File: src/rtl/mux_rr_nx1_pkg.sv
// Shared helpers for the round-robin N:1 output mux and its arbiter.
package mux_rr_nx1_pkg;

    // Modular add for channel indices; both operands are already below n,
    // so a single conditional subtract replaces a divider.
    function automatic int unsigned wrap_add(
        input int unsigned a,
        input int unsigned b,
        input int unsigned n
    );
        int unsigned s;
        s = a + b;
        return (s >= n) ? (s - n) : s;
    endfunction

endpackage

File: src/rtl/mux_rr_nx1_rr_arbiter_n.sv
// Combinational N-way arbiter: rotating priority starting at ptr, or fixed
// priority (lowest index wins) when rr_mode is 0. Grant is one-hot or zero.
module rr_arbiter_n
    import mux_rr_nx1_pkg::*;
#(
    parameter int N    = 4,
    parameter int SELW = 2
) (
    input  logic [N-1:0]    req,
    input  logic [SELW-1:0] ptr,
    input  logic            rr_mode,
    output logic [N-1:0]    grant,
    output logic [SELW-1:0] grant_idx,
    output logic            grant_valid
);

    int unsigned search_idx;

    // Walk the priority order once; the first requesting channel takes the grant.
    always_comb begin
        grant       = '0;
        grant_idx   = '0;
        grant_valid = 1'b0;
        search_idx  = 0;
        for (int k = 0; k < N; k++) begin
            if (rr_mode)
                search_idx = wrap_add(32'(ptr), 32'(k), 32'(N));
            else
                search_idx = 32'(k);
            for (int i = 0; i < N; i++) begin
                if (!grant_valid && req[i] && (32'(i) == search_idx)) begin
                    grant[i]    = 1'b1;
                    grant_idx   = SELW'(i);
                    grant_valid = 1'b1;
                end
            end
        end
    end

endmodule

File: src/rtl/mux_rr_nx1.sv
// N:1 registered bus merge with per-channel valid/ready.
//
// Handshake: a word moves on a rising edge when valid and ready are both 1 in
// that cycle. in_ready is a function of the output register state, out_ready,
// in_valid, force_en/force_sel and ptr only; it never feeds back on itself.
// out_valid stays high until out_ready is seen; out_data/out_src are stable
// while out_valid && !out_ready.
module mux_rr_nx1
    import mux_rr_nx1_pkg::*;
#(
    parameter int WIDTH   = 32,
    parameter int N       = 4,
    parameter int SELW    = 2,
    parameter int RR_MODE = 1
) (
    input  logic               clk,
    input  logic               reset,
    input  logic [N-1:0]       in_valid,
    output logic [N-1:0]       in_ready,
    input  logic [N*WIDTH-1:0] in_data,
    input  logic               force_en,
    input  logic [SELW-1:0]    force_sel,
    output logic               out_valid,
    input  logic               out_ready,
    output logic [WIDTH-1:0]   out_data,
    output logic [SELW-1:0]    out_src
);

    logic [SELW-1:0]  ptr;
    logic [N-1:0]     eligible;
    logic [N-1:0]     grant;
    logic [SELW-1:0]  grant_idx;
    logic             grant_valid;
    logic             load_ok;
    logic             xfer;
    logic [WIDTH-1:0] sel_data;

    // Forcing narrows the request set to one channel; an out-of-range
    // force_sel matches no channel, so nothing is eligible.
    always_comb begin
        eligible = '0;
        for (int i = 0; i < N; i++)
            eligible[i] = in_valid[i] && (!force_en || (force_sel == SELW'(i)));
    end

    rr_arbiter_n #(
        .N    (N),
        .SELW (SELW)
    ) u_arb (
        .req         (eligible),
        .ptr         (ptr),
        .rr_mode     (RR_MODE != 0),
        .grant       (grant),
        .grant_idx   (grant_idx),
        .grant_valid (grant_valid)
    );

    // The register can take a word when empty or when its word leaves this cycle.
    assign load_ok  = !out_valid || out_ready;
    assign in_ready = load_ok ? grant : '0;
    assign xfer     = load_ok && grant_valid;

    // AND-OR select of the granted channel's data (grant is one-hot or zero).
    always_comb begin
        sel_data = '0;
        for (int i = 0; i < N; i++)
            if (grant[i])
                sel_data = in_data[i*WIDTH +: WIDTH];
    end

    // Output register: load on transfer, drain when consumed with no refill.
    always_ff @(posedge clk or posedge reset) begin
        if (reset) begin
            out_valid <= 1'b0;
            out_data  <= '0;
            out_src   <= '0;
        end else if (xfer) begin
            out_valid <= 1'b1;
            out_data  <= sel_data;
            out_src   <= grant_idx;
        end else if (out_ready) begin
            out_valid <= 1'b0;
        end
    end

    // Priority pointer moves past the winner only on arbitrated (unforced) transfers.
    always_ff @(posedge clk or posedge reset) begin
        if (reset)
            ptr <= '0;
        else if (xfer && !force_en && (RR_MODE != 0))
            ptr <= SELW'(wrap_add(32'(grant_idx), 32'd1, 32'(N)));
    end

endmodule

File: config.mk
export PLATFORM = sky130hd
export DESIGN_NAME = mux_rr_nx1
export DESIGN_NICKNAME = d
export VERILOG_FILES = /design/src/rtl/mux_rr_nx1_pkg.sv /design/src/rtl/mux_rr_nx1_rr_arbiter_n.sv /design/src/rtl/mux_rr_nx1.sv
export SDC_FILE = /design/constraint.sdc
export NUM_CORES = 1
export LEC_CHECK = 0
export CAP_MARGIN = 20
export CORE_MARGIN = 2
export CORE_UTILIZATION = 30
export CTS_CLUSTER_DIAMETER = 120
export DETAILED_ROUTE_END_ITERATION = 8
export PLACE_DENSITY = 0.67
export SLEW_MARGIN = 30
export SYNTH_ARGS = -nofsm -noshare
export SYNTH_HDL_FRONTEND = slang
export SYNTH_HIERARCHICAL = 1
export SYNTH_SLANG_ARGS = --single-unit
File: constraint.sdc
create_clock -name clk -period 3 [get_ports clk]
set_input_delay 0.45 -clock clk [delete_from_list [all_inputs] [get_ports clk]]
set_output_delay 0.45 -clock clk [all_outputs]
set_load 0.005 [all_outputs]
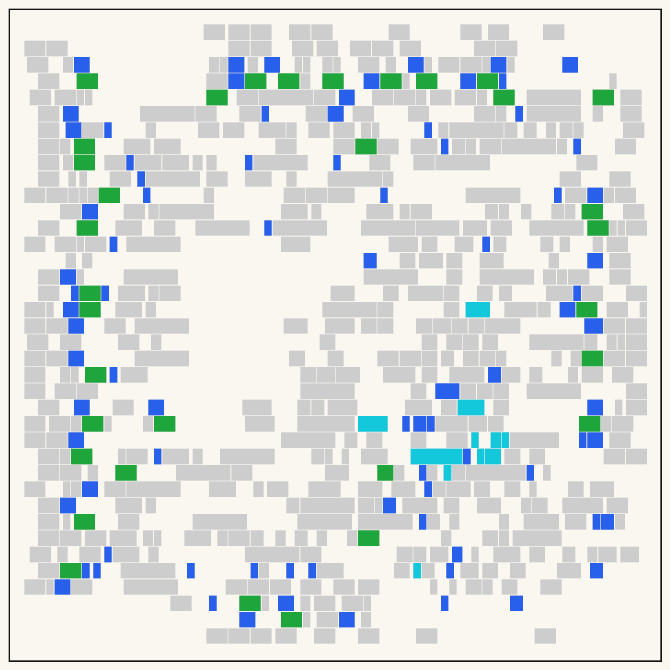
(gate-type map)
Drawn at 6 px/um.
Key: cyan = NOR gates [cells 11, most used nor2_1]; green = AND-OR and OR-AND gates [cells 33, most used a221o_1, where all over the die]; blue = NAND gates [cells 83, most used nand2_1, where all over the die]

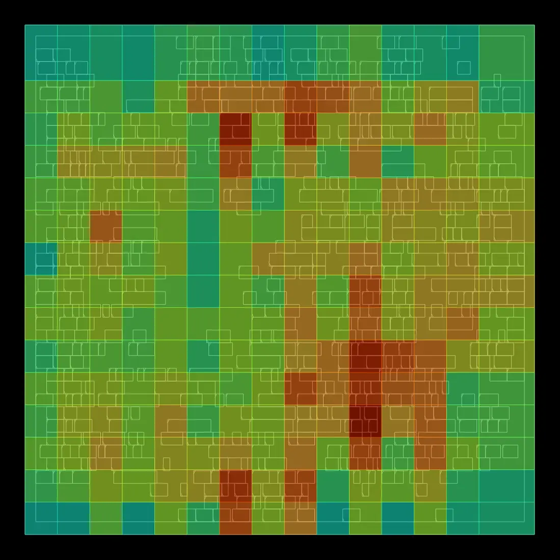
(routing congestion map)
GRT Util Overall: 0.1992
DR WL/cell: 16.48 um
grt met3 use: 0.04400

==> PnR_summary.wiki <==
== Run summary ==
{| class="wikitable"
! Metric !! Value
|-
| Headroom to the max-slew limit || 0.4996
|-
| Number of nets with antenna violations after detailed routing || 0
|-
| Standby leakage power || 2.206 nW
|-
| Pre-placement core utilization || 0.3044
|-
| Final Util || 0.5288
|-
| Total wire length after detailed routing || 12.18 mm
|-
| Last weighted congestion value of the routability-driven placer || ~0.86
|-
| Status || finished, final reports clean
|-
| Flop count || 37
|-
| Critical path capture point || in_ready[3]
|-
| Type of destination of the critical path || output pin
|-
| # Taps || between 100 and 150
|-
| Crit path max-delay cell type || clkdlybuf4s50_1
|-
| DR DRC count || 0
|-
| Worst setup path startpoint || in_valid[2]
|-
| Antenna Cells || 0
|-
| Overall die area || between 10,000 and 15,000 sq um
|-
| Core Box Area || 10,750 sq um
|-
| Layout clock buffers || 6
|-
| Netlist Area Pre-Place || approximately 3300 sq um
|-
| Fillers || between 1k and 1.5k
|-
| Number of standard cells in the final layout excluding fillers || around 740
|-
| Aoi/oai-family share of the synthesized area || 0.3749
|-
| Xor/xnor share of the synthesized area || 0.002678
|-
| Final worst setup slack || 0.007210 ns
|-
| Yosys warning tally || 6
|-
| Die X || 108.4 um
|-
| Library cell occupying the most area in the post-synthesis netlist || dfrtp_1
|-
| Clock group || around 360 uW
|-
| CTS Buf Count || 5
|-
| Post-synth area hogs || dfrtp_1 28%, a21oi_1 11%, a221o_1 9.8%, a31oi_2 7.7%, nand3b_1 7.3%
|-
| Worst Path Max Fanout || 3
|-
| Vias || 3,892
|-
| Latest clock arrival within the worst-skew pair || 0.28 ns
|-
| Maximum root-to-sink buffer count || 2
|-
| Stage-log warning count || 32
|-
| I/O pin count || 177
|-
| Final Hold Violation Tally || 0
|-
| Pre-antenna DRT Iters || 4
|}
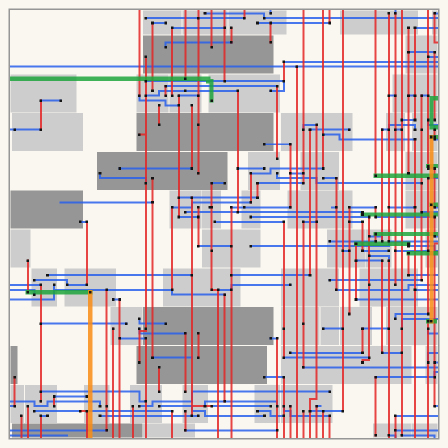
(a small window of the routed layout)
Region (39, 18) to (69, 48) um. Cells in gray, sequential cells in the stronger gray; small squares are vias.
Key: blue = met1; orange = met4; red = met2; green = met3
Most frequent: a31oi_1 (7). Sequential cells in the window: 6. 49 logic cells have their middle in the window. Netlist names of flops here include out_data (3), ptr (2).

[Yosys cell counts, drive strengths merged, types with 2 or more instances]
| cell | n |
|---|---|
| dfrtp | 37 |
| ha | 5 |
| nor2 | 6 |
| a21boi | 5 |
| or3 | 4 |
| and3 | 2 |
| a221o | 32 |
| a31oi | 37 |
| and2 | 6 |
| nand2b | 5 |
| inv | 38 |
| buf | 26 |
| nand2 | 43 |
| o21ai | 9 |
| a21oi | 72 |
| clkbuf | 15 |
| mux2i | 2 |
| o221ai | 3 |
| mux2 | 2 |
| nand3b | 32 |
[worst max-delay path, delay by kind of cell]
family,cells,cell delay (ns)
AOI/OAI and AO/OA,2,0.56
buffers and inverters,5,0.94
and+or+nand+nor,3,0.58
[layer usage]
layer  up-vias  share of wire  GRT usage
li1       1868              -          -
met1      1861           0.41     0.2366
met2       150           0.50     0.3679
met3        13          0.073    0.04400
met4         0          0.011    0.03755
met5         -              0          0
[cell usage in the layout, fill, tap and decap left out, types with 2 or more instances in the layout]
cell and instances:
a21oi_1 69, ha_2 2, clkbuf_2 4, o21ai_1 2, ha_1 2, inv_1 35, o21ai_2 2, and2_1 5
o221ai_1 2, buf_4 43, a31oi_1 16, buf_6 8, clkbuf_8 6, dlygate4sd2_1 2, nor2_1 5, nand2_2 2
a21oi_4 2, o21ai_0 3, or3_1 2, nand2b_1 4, nand2_1 41, and3_1 2, nand3b_1 32, dfrtp_1 36
a221o_1 32, inv_2 2, conb_1 3, o21ai_4 2, mux2_1 2, a31oi_2 21, clkdlybuf4s50_1 169, a21boi_0 2
a21boi_2 2, mux2i_4 2
[what timing repair did]
action | in CTS | in global routing
setup buffers | 3 | 6
pin swaps | 6 | 6
setup endpoints to repair | 40 | 40
resized | 34 | 26
Power and IR drop assume default switching activity.
